===== src/rtl/comparator.sv =====
// Registered magnitude comparator: eq/lt/gt flags for operands a and b.
// Unsigned or two's-complement compare selected by SIGNED; MSB-first
// priority scan, so there is no subtraction and no overflow path.
// Optional macro COMPARATOR_INPUT_REG_EN adds an input register stage
// (2-cycle latency); without it the latency is 1 cycle.
module comparator #(
  parameter int unsigned WIDTH  = 4,
  parameter int unsigned SIGNED = 0
) (
  input  logic             clk,
  input  logic             rst,
  input  logic [WIDTH-1:0] a,
  input  logic [WIDTH-1:0] b,
  output logic             eq,
  output logic             lt,
  output logic             gt
);

  logic [WIDTH-1:0] op_a;
  logic [WIDTH-1:0] op_b;
  logic             lt_c;
  logic             gt_c;
  logic             decided;
  logic             eq_d, lt_d, gt_d;
  logic             eq_q, lt_q, gt_q;

`ifdef COMPARATOR_INPUT_REG_EN
  logic [WIDTH-1:0] a_d, b_d;
  logic [WIDTH-1:0] a_q, b_q;
  logic             vld_d, vld_q;

  // Next state of the input stage; vld marks that a_q/b_q hold real operands
  always_comb begin
    a_d   = a;
    b_d   = b;
    vld_d = 1'b1;
  end

  // Input operand registers, cleared on reset
  always_ff @(posedge clk or posedge rst) begin
    if (rst) begin
      a_q   <= '0;
      b_q   <= '0;
      vld_q <= 1'b0;
    end else begin
      a_q   <= a_d;
      b_q   <= b_d;
      vld_q <= vld_d;
    end
  end

  assign op_a = a_q;
  assign op_b = b_q;
`else
  assign op_a = a;
  assign op_b = b;
`endif

  // MSB-first scan: the first differing bit decides; in signed mode the sign bit inverts the sense
  always_comb begin
    lt_c    = 1'b0;
    gt_c    = 1'b0;
    decided = 1'b0;
    for (int i = int'(WIDTH) - 1; i >= 0; i--) begin
      if (!decided && (op_a[i] != op_b[i])) begin
        decided = 1'b1;
        if ((SIGNED != 0) && (i == int'(WIDTH) - 1)) begin
          lt_c = op_a[i];
          gt_c = op_b[i];
        end else begin
          lt_c = op_b[i];
          gt_c = op_a[i];
        end
      end
    end
  end

  // Next flag values; held at 0 until the input stage carries sampled operands
  always_comb begin
    eq_d = ~lt_c & ~gt_c;
    lt_d = lt_c;
    gt_d = gt_c;
`ifdef COMPARATOR_INPUT_REG_EN
    if (!vld_q) begin
      eq_d = 1'b0;
      lt_d = 1'b0;
      gt_d = 1'b0;
    end
`endif
  end

  // Output flag registers, cleared asynchronously on reset
  always_ff @(posedge clk or posedge rst) begin
    if (rst) begin
      eq_q <= 1'b0;
      lt_q <= 1'b0;
      gt_q <= 1'b0;
    end else begin
      eq_q <= eq_d;
      lt_q <= lt_d;
      gt_q <= gt_d;
    end
  end

  assign eq = eq_q;
  assign lt = lt_q;
  assign gt = gt_q;

endmodule


===== config.mk =====
export PLATFORM = sky130hd
export DESIGN_NAME = comparator
export DESIGN_NICKNAME = d
export VERILOG_FILES = /design/src/rtl/comparator.sv
export SDC_FILE = /design/constraint.sdc
export NUM_CORES = 1
export LEC_CHECK = 0
export CORE_AREA = 2 2 39 41
export CTS_CLUSTER_SIZE = 10
export DETAILED_ROUTE_END_ITERATION = 7
export DIE_AREA = 0 0 41 43
export GPL_TIMING_DRIVEN = 0
export SLEW_MARGIN = 40
export SYNTH_ARGS = -nofsm -noshare
export SYNTH_HDL_FRONTEND = slang
export SYNTH_SLANG_ARGS = --single-unit
export TNS_END_PERCENT = 100

===== constraint.sdc =====
create_clock -name clk -period 0.8 [get_ports clk]
set_input_delay 0.24 -clock clk [delete_from_list [all_inputs] [get_ports clk]]
set_output_delay 0.24 -clock clk [all_outputs]
set_load 0.01 [all_outputs]

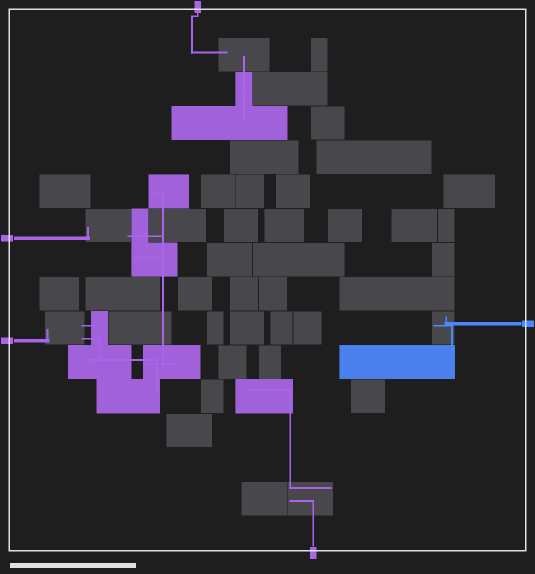
Figure 1: wires at chosen ports, followed through buffers.
Bar = 10 um.
Key: purple = b [bits 4, direction input, edge 2 west, 1 south, 1 north, end cells 12, buffers 4, wire 76.6 um]; blue = lt [bits 1, direction output, edge east, end cells 1, buffers 1, wire 9.80 um]
# port buffers: 12
Ports: 13

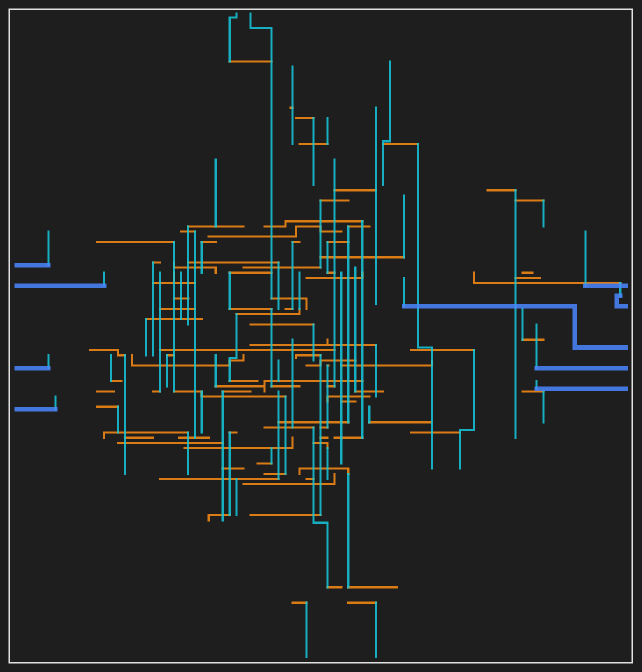
Figure 2: metal layers overlaid.
Key: blue = met3 [wire length 45.6 um]; orange = met1 [wire length 276 um]; cyan = met2 [wire length 381 um]

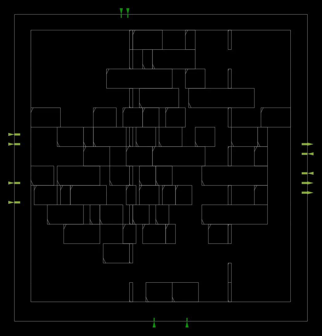
Figure 3: cell placement.
Final Non-Filler Cells: 70
Core Box Area: 1380 sq um

==> job_summary.md <==
## Implementation flow summary

| Metric | Value |
|---|---|
| Outcome | finished with violations |
| Failing checks | setup timing |
| Global-route wire length before repair | 1.24 mm |
| Comb power frac | 0.388 |
| Max-slew headroom | 0.858 |
| Max Cap Violations | 0 |
| Comb/total area | 0.469 |
| # DRC | 0 |
| Seq. cell area | 75.1 sq um |
| Cell accounting for the most synthesized area | dfrtp_1 |
| Most common logic cells in the final layout | inv_1 (4), nor2b_4 (3), clkbuf_4 (3), dfrtp_1 (3), clkdlybuf4s50_1 (3) |
| Share of post-route cells with drive strength above 1 | 0.407 |
| Mean Syn Cell Area | 8.48 sq um |
| Post-CTS Resized | 38 |
| RSZ-0062 raised after global routing | yes |
| Vias in the first global route | 327 |
| CP endpoint | eq |
| Final setup margin | -0.396 ns |
| # setup viols final | 6 |
| Largest net degree at the start of global routing | 8 |
| Nets | 67 |
| Placed Cells | 64 |
| Well Taps | 16 |
| Commonest Layout Cell | inv_1 |
| Final worst-path cycle share | 1.49 |
| RePlAce Congestion | 0.764 |
| Post-route cell area | 544 sq um |
| Final hold vios | 0 |
| Routed WL per cell | 10.0 um |
[cell usage after synthesis]
master and number:
a211oi_2 1, a21boi_0 1, a21oi_1 2, and2b_2 1
and3_1 2, and3b_1 1, dfrtp_1 3, ha_1 2
inv_1 5, nand2_1 2, nand2b_1 1, nand3_1 1
nor2_1 1, nor2b_1 2, nor2b_4 1, nor3_1 1
o211a_1 1, o211ai_1 2, o22a_1 1, o22ai_1 2
o32ai_1 1, xor2_1 2
[state kept, by name, summed over array words and instances (netlist names)]
name / flops
eq: 1
gt: 1
lt: 1
[cell families after synthesis]
kind of cell | after synthesis | synth area share
buffers and inverters | 5 | 0.0615
AND/OR/NAND/NOR | 13 | 0.275
flip-flops | 3 | 0.246
adder cells (fa/ha/maj) | 2 | 0.0820
XOR/XNOR | 2 | 0.0574
AND-OR/OR-AND | 11 | 0.279
[critical path, delay by kind of cell]
family / cells / cell delay, ns
AND/OR/NAND/NOR: 2 / 0.40
adder cells (fa/ha/maj): 1 / 0.18
buffers and inverters: 2 / 0.15
AND-OR/OR-AND: 2 / 0.34
[power groups by stage]
| stage | registers [mW] | logic (mW) | clock network, mW |
|---|---|---|---|
| after floorplan | 0.198 | 0.127 | 0 |
| after global placement | 0.183 | 0.267 | 0 |
| after detailed placement | 0.184 | 0.269 | 0 |
| after CTS | 0.181 | 0.269 | 0.273 |
| after global routing | 0.186 | 0.313 | 0.293 |
| final | 0.183 | 0.280 | 0.259 |
[layer usage]
layer | vias up | share of wire | GRT usage
li1 | 165 | - | -
met1 | 154 | 0.39 | 0.118
met2 | 9 | 0.54 | 0.156
met3 | 0 | 0.064 | 0.0314
met4 | 0 | 0 | 0.0600
met5 | - | 0 | 0
No activity file was given, so power comes from the tool's default toggle rates.
